`config.mk`:
```
export PLATFORM = sky130hd
export DESIGN_NAME = cluster_frame_serializer
export DESIGN_NICKNAME = d
export VERILOG_FILES = /design/src/rtl/cluster_pkg.sv /design/src/rtl/cluster_frame_buffer.sv /design/src/rtl/cluster_frame_serializer.sv
export SDC_FILE = /design/constraint.sdc
export NUM_CORES = 1
export LEC_CHECK = 0
export ABC_AREA = 1
export ABC_CLOCK_PERIOD_IN_PS = 11100
export CAP_MARGIN = 20
export CORE_MARGIN = 2
export CORE_UTILIZATION = 59
export CTS_CLUSTER_SIZE = 10
export DETAILED_ROUTE_END_ITERATION = 12
export PLACE_DENSITY = 0.78
export SETUP_SLACK_MARGIN = 0.2
export SYNTH_ARGS = -nofsm -noshare
export SYNTH_HDL_FRONTEND = slang
export SYNTH_SLANG_ARGS = --single-unit
```
`constraint.sdc`:
```
create_clock -name clock4x -period 11.1 [get_ports clock4x]
set_input_delay 3.33 -clock clock4x [delete_from_list [all_inputs] [get_ports clock4x]]
set_output_delay 3.33 -clock clock4x [all_outputs]
set_load 0.01 [all_outputs]
```
`src/rtl/cluster_pkg.sv`:
```
// Shared cluster definitions: field widths, frame record, stream word packing.
package cluster_pkg;

  localparam int MXADRBITS  = 11;
  localparam int MXCNTBITS  = 3;
  localparam int MXCLUSTERS = 8;
  localparam int BXNBITS    = 10;
  localparam int NCLBITS    = 4;
  localparam int WORD_W     = 16;

  localparam logic [MXADRBITS-1:0] INVALID_ADR = 11'h7FF;

  // Type codes in the top bits of each stream word
  localparam logic [1:0] HDR_CODE = 2'b10;
  localparam logic       CLU_CODE = 1'b0;

  typedef enum logic [1:0] {
    ST_IDLE     = 2'd0,
    ST_HEADER   = 2'd1,
    ST_CLUSTERS = 2'd2
  } ser_state_t;

  // One buffered bunch-crossing frame; entries at and above ncl are unused.
  typedef struct packed {
    logic [BXNBITS-1:0]                      bxn;
    logic [NCLBITS-1:0]                      ncl;
    logic [MXCLUSTERS-1:0][MXADRBITS-1:0]    adr;
    logic [MXCLUSTERS-1:0][MXCNTBITS-1:0]    cnt;
  } frame_t;

  function automatic logic [WORD_W-1:0] pack_header(input logic [BXNBITS-1:0] bxn,
                                                    input logic [NCLBITS-1:0] ncl);
    return {HDR_CODE, bxn, ncl};
  endfunction

  function automatic logic [WORD_W-1:0] pack_cluster(input logic                 last,
                                                     input logic [MXCNTBITS-1:0] cnt,
                                                     input logic [MXADRBITS-1:0] adr);
    return {CLU_CODE, last, cnt, adr};
  endfunction

endpackage

```
`src/rtl/cluster_frame_buffer.sv`:
```
// Whole-frame FIFO: one entry per bunch crossing, head entry presented combinationally.
module cluster_frame_buffer
  import cluster_pkg::*;
#(
  parameter int DEPTH = 4
) (
  input  logic   clk_i,
  input  logic   rst_ni,
  input  logic   wr_en_i,
  input  frame_t wr_data_i,
  input  logic   rd_en_i,
  output frame_t rd_data_o,
  output logic   full_o,
  output logic   empty_o,
  output logic   single_o
);

  localparam int AW = $clog2(DEPTH);

  frame_t          mem_q [DEPTH];
  logic [AW-1:0]   wr_ptr_q, wr_ptr_d;
  logic [AW-1:0]   rd_ptr_q, rd_ptr_d;
  logic [AW:0]     count_q, count_d;

  // Pointer and occupancy next-state; pointers wrap naturally since DEPTH is a power of 2
  always_comb begin
    wr_ptr_d = wr_ptr_q;
    rd_ptr_d = rd_ptr_q;
    count_d  = count_q;
    if (wr_en_i) wr_ptr_d = wr_ptr_q + 1'b1;
    if (rd_en_i) rd_ptr_d = rd_ptr_q + 1'b1;
    case ({wr_en_i, rd_en_i})
      2'b10:   count_d = count_q + 1'b1;
      2'b01:   count_d = count_q - 1'b1;
      default: count_d = count_q;
    endcase
  end

  // Control state register; a reset discards every buffered frame
  always_ff @(posedge clk_i or negedge rst_ni) begin
    if (!rst_ni) begin
      wr_ptr_q <= '0;
      rd_ptr_q <= '0;
      count_q  <= '0;
    end else begin
      wr_ptr_q <= wr_ptr_d;
      rd_ptr_q <= rd_ptr_d;
      count_q  <= count_d;
    end
  end

  // Frame storage; when full, a write lands in the slot being popped the same cycle
  always_ff @(posedge clk_i) begin
    if (wr_en_i) mem_q[wr_ptr_q] <= wr_data_i;
  end

  assign rd_data_o = mem_q[rd_ptr_q];
  assign full_o    = (count_q == (AW+1)'(DEPTH));
  assign empty_o   = (count_q == '0);
  assign single_o  = (count_q == (AW+1)'(1));

endmodule

```
`src/rtl/cluster_frame_serializer.sv`:
```
// Captures sorted cluster frames, tags them with a BX number, buffers them and
// streams header + per-cluster words on a 16-bit valid/ready interface.
module cluster_frame_serializer
  import cluster_pkg::*;
#(
  parameter int DEPTH = 4
) (
  input  logic                            clock4x,
  input  logic                            reset_n,
  input  logic                            in_valid,
  input  logic [MXCLUSTERS*MXADRBITS-1:0] adr_in,
  input  logic [MXCLUSTERS*MXCNTBITS-1:0] cnt_in,
  input  logic                            bc0,
  output logic [WORD_W-1:0]               out_data,
  output logic                            out_valid,
  input  logic                            out_ready,
  output logic                            out_last,
  output logic [7:0]                      overflow_cnt
);

  ser_state_t          state_q, state_d;
  logic [2:0]          idx_q, idx_d;
  logic [BXNBITS-1:0]  bx_q, bx_d;
  logic [7:0]          ovf_q, ovf_d;
  logic [NCLBITS-1:0]  ncl_c;
  logic [BXNBITS-1:0]  tag_c;
  frame_t              cap_c;
  frame_t              head;
  logic                full, empty, single;
  logic                push, pop_c;
  logic                last_c;

  // Count occupied slots; sorted input puts all valid clusters at the low indices
  always_comb begin
    ncl_c = '0;
    for (int i = 0; i < MXCLUSTERS; i++) begin
      if (adr_in[i*MXADRBITS +: MXADRBITS] != INVALID_ADR) ncl_c = ncl_c + 1'b1;
    end
  end

  // bc0 on the same cycle as a strobe tags that frame with 0
  assign tag_c     = bc0 ? '0 : bx_q;
  assign cap_c.bxn = tag_c;
  assign cap_c.ncl = ncl_c;
  assign cap_c.adr = adr_in;
  assign cap_c.cnt = cnt_in;

  // A full buffer still accepts a frame when the head frame retires this cycle
  assign push = in_valid & (~full | pop_c);

  cluster_frame_buffer #(.DEPTH(DEPTH)) u_buf (
    .clk_i     (clock4x),
    .rst_ni    (reset_n),
    .wr_en_i   (push),
    .wr_data_i (cap_c),
    .rd_en_i   (pop_c),
    .rd_data_o (head),
    .full_o    (full),
    .empty_o   (empty),
    .single_o  (single)
  );

  // BX counter and saturating drop counter next-state
  always_comb begin
    bx_d  = bx_q;
    ovf_d = ovf_q;
    if (in_valid)  bx_d = tag_c + 1'b1;
    else if (bc0)  bx_d = '0;
    if (in_valid && !push && (ovf_q != 8'hFF)) ovf_d = ovf_q + 1'b1;
  end

  // Output FSM: next state, pop strobe and combinational stream word from the head frame.
  // After a pop the buffer stays non-empty if more than one frame was held or a frame
  // arrives now (buffer cannot be full when it holds one frame), so no bubble is inserted.
  always_comb begin
    state_d   = state_q;
    idx_d     = idx_q;
    pop_c     = 1'b0;
    out_valid = 1'b0;
    out_data  = '0;
    out_last  = 1'b0;
    last_c    = ({1'b0, idx_q} == (head.ncl - 4'd1));
    case (state_q)
      ST_IDLE: begin
        if (!empty) begin
          state_d = ST_HEADER;
          idx_d   = '0;
        end
      end
      ST_HEADER: begin
        out_valid = 1'b1;
        out_data  = pack_header(head.bxn, head.ncl);
        out_last  = (head.ncl == '0);
        if (out_ready) begin
          idx_d = '0;
          if (head.ncl == '0) begin
            pop_c   = 1'b1;
            state_d = (!single || in_valid) ? ST_HEADER : ST_IDLE;
          end else begin
            state_d = ST_CLUSTERS;
          end
        end
      end
      ST_CLUSTERS: begin
        out_valid = 1'b1;
        out_data  = pack_cluster(last_c, head.cnt[idx_q], head.adr[idx_q]);
        out_last  = last_c;
        if (out_ready) begin
          if (last_c) begin
            pop_c   = 1'b1;
            idx_d   = '0;
            state_d = (!single || in_valid) ? ST_HEADER : ST_IDLE;
          end else begin
            idx_d = idx_q + 1'b1;
          end
        end
      end
      default: state_d = ST_IDLE;
    endcase
  end

  // Control registers
  always_ff @(posedge clock4x or negedge reset_n) begin
    if (!reset_n) begin
      state_q <= ST_IDLE;
      idx_q   <= '0;
      bx_q    <= '0;
      ovf_q   <= '0;
    end else begin
      state_q <= state_d;
      idx_q   <= idx_d;
      bx_q    <= bx_d;
      ovf_q   <= ovf_d;
    end
  end

  assign overflow_cnt = ovf_q;

endmodule

```
Figure 1. Signal wires on met1.
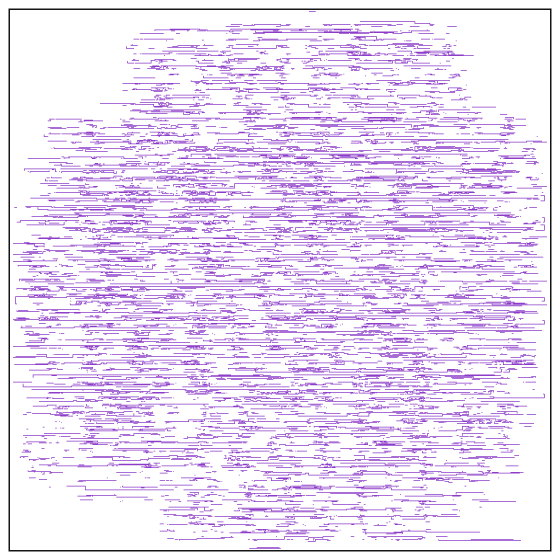
The longest straight run is 63.9 microns. The layer carries 22.4 mm of wire. The layer holds 38% of the routed length.
vias post-DR: 15600
GR Layer Usage met1: 40.7%

Figure 2. Signal wires on met2.
Cells faint in the background.
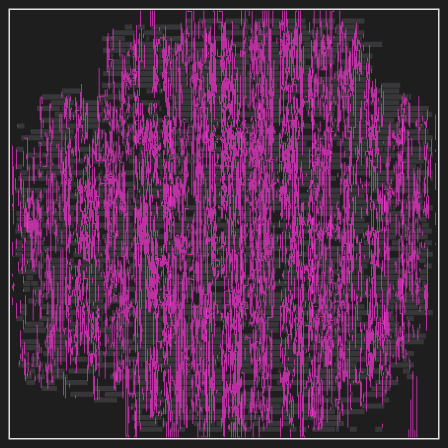
The layer holds 47% of the routed length. The layer carries 27.6 mm of wire. The wires run mostly vertical. 1721 nets have wire on it. The longest straight run is 83.0 microns.
total routed wirelength: 58300 microns
met2 usage: 46.4%

Figure 3. Sequential cells grouped by signal name.
Other sequential cells in the stronger grey, the rest of the logic in the fainter grey.
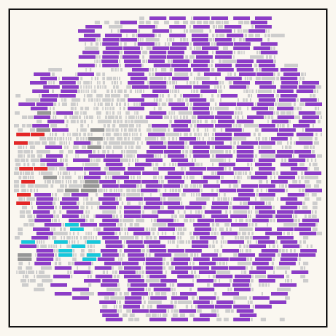
Purple shows u_buf.mem_q, placed flops 504, where widely spread. Red shows overflow_cnt, placed flops 8, where middle left. Cyan shows bx_q, placed flops 10, where lower left.
Another 12 sequential cells are not coloured.
final core utilization: 69.3%
Seq/total area: 60.9%

==> run_results.csv <==
group,metric,value,unit
outcome,status,"complete, no violations",
worst_setup_path,path_cells,"clkinv_2, buf_4, o21ai_0, o22ai_1, o21ai_0, o221ai_1, nand3_1, o21ai_0, clkdlybuf4s50_1",
cells_and_area,layout_top_cells,"504 x edfxtp_1, 347 x nor2_1, 298 x o21ai_0, 142 x clkdlybuf4s50_1, 127 x o22ai_1",
global_routing,overflow,0,
pwr,ir_drop,0.221,mV
floorplanning,core,37700,sq um
cells_and_area,regMostFlops,"u_buf.mem_q",
worst_setup_path,cp_top_family,"buffers and inverters",
place,port_buffers,142,
cells_and_area,nNonClkBuffers,160,
routing,drtIter0Drc,1988,
yosys,ys_sh_simple,12.4,%
clocking,cts_setup_buffers,0,
min_path,whs_path_depth,1,
worst_setup_path,criticalPathCategory,"register to output pin",
pwr,power_clock,1.71,mW
yosys,xor_area_share,1.11,%
cells_and_area,num_antenna_cells,7,
yosys,syn_avg_cell_area,12.3,sq um
pwr,power.group.top,"sequential cells",
worst_setup_path,slowest_delay,0.90,ns
place,post-place-ws,3.17,ns
clocking,cts_buffer_depth,3,
cells_and_area,final_cell_area,26100,sq um
pwr,p_int,4.25,mW
routing,drc,0,
worst_setup_path,worst-path-stages,9,
Figure 4. Local utilization.
20 x 20 tiles, from white (low) to dark blue (high), 0 to 100% covered.
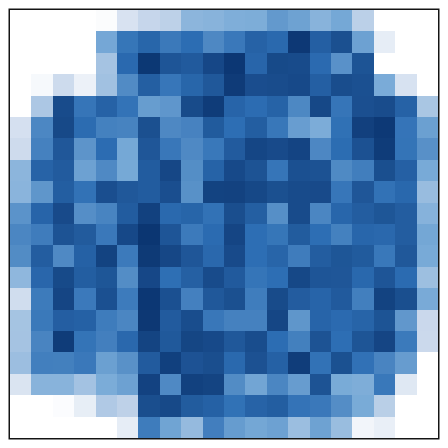
9.5% of the tiles are nearly empty. 46% of the tiles are over 75% full. The emptiest ninth of the die: upper left. The mean over all tiles is 64%.

Figure 5. Cell outlines without signal wires.
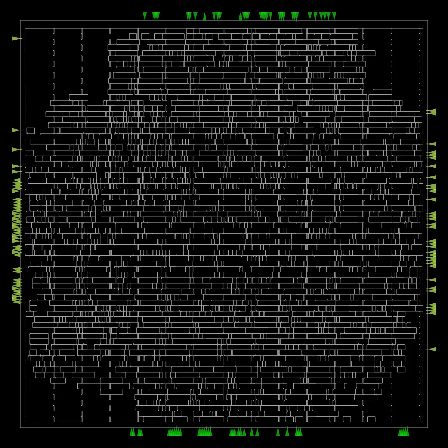
flop count: 534
fin cells: 2499

Power figures rest on the tool's default switching activity, not on a simulated workload.
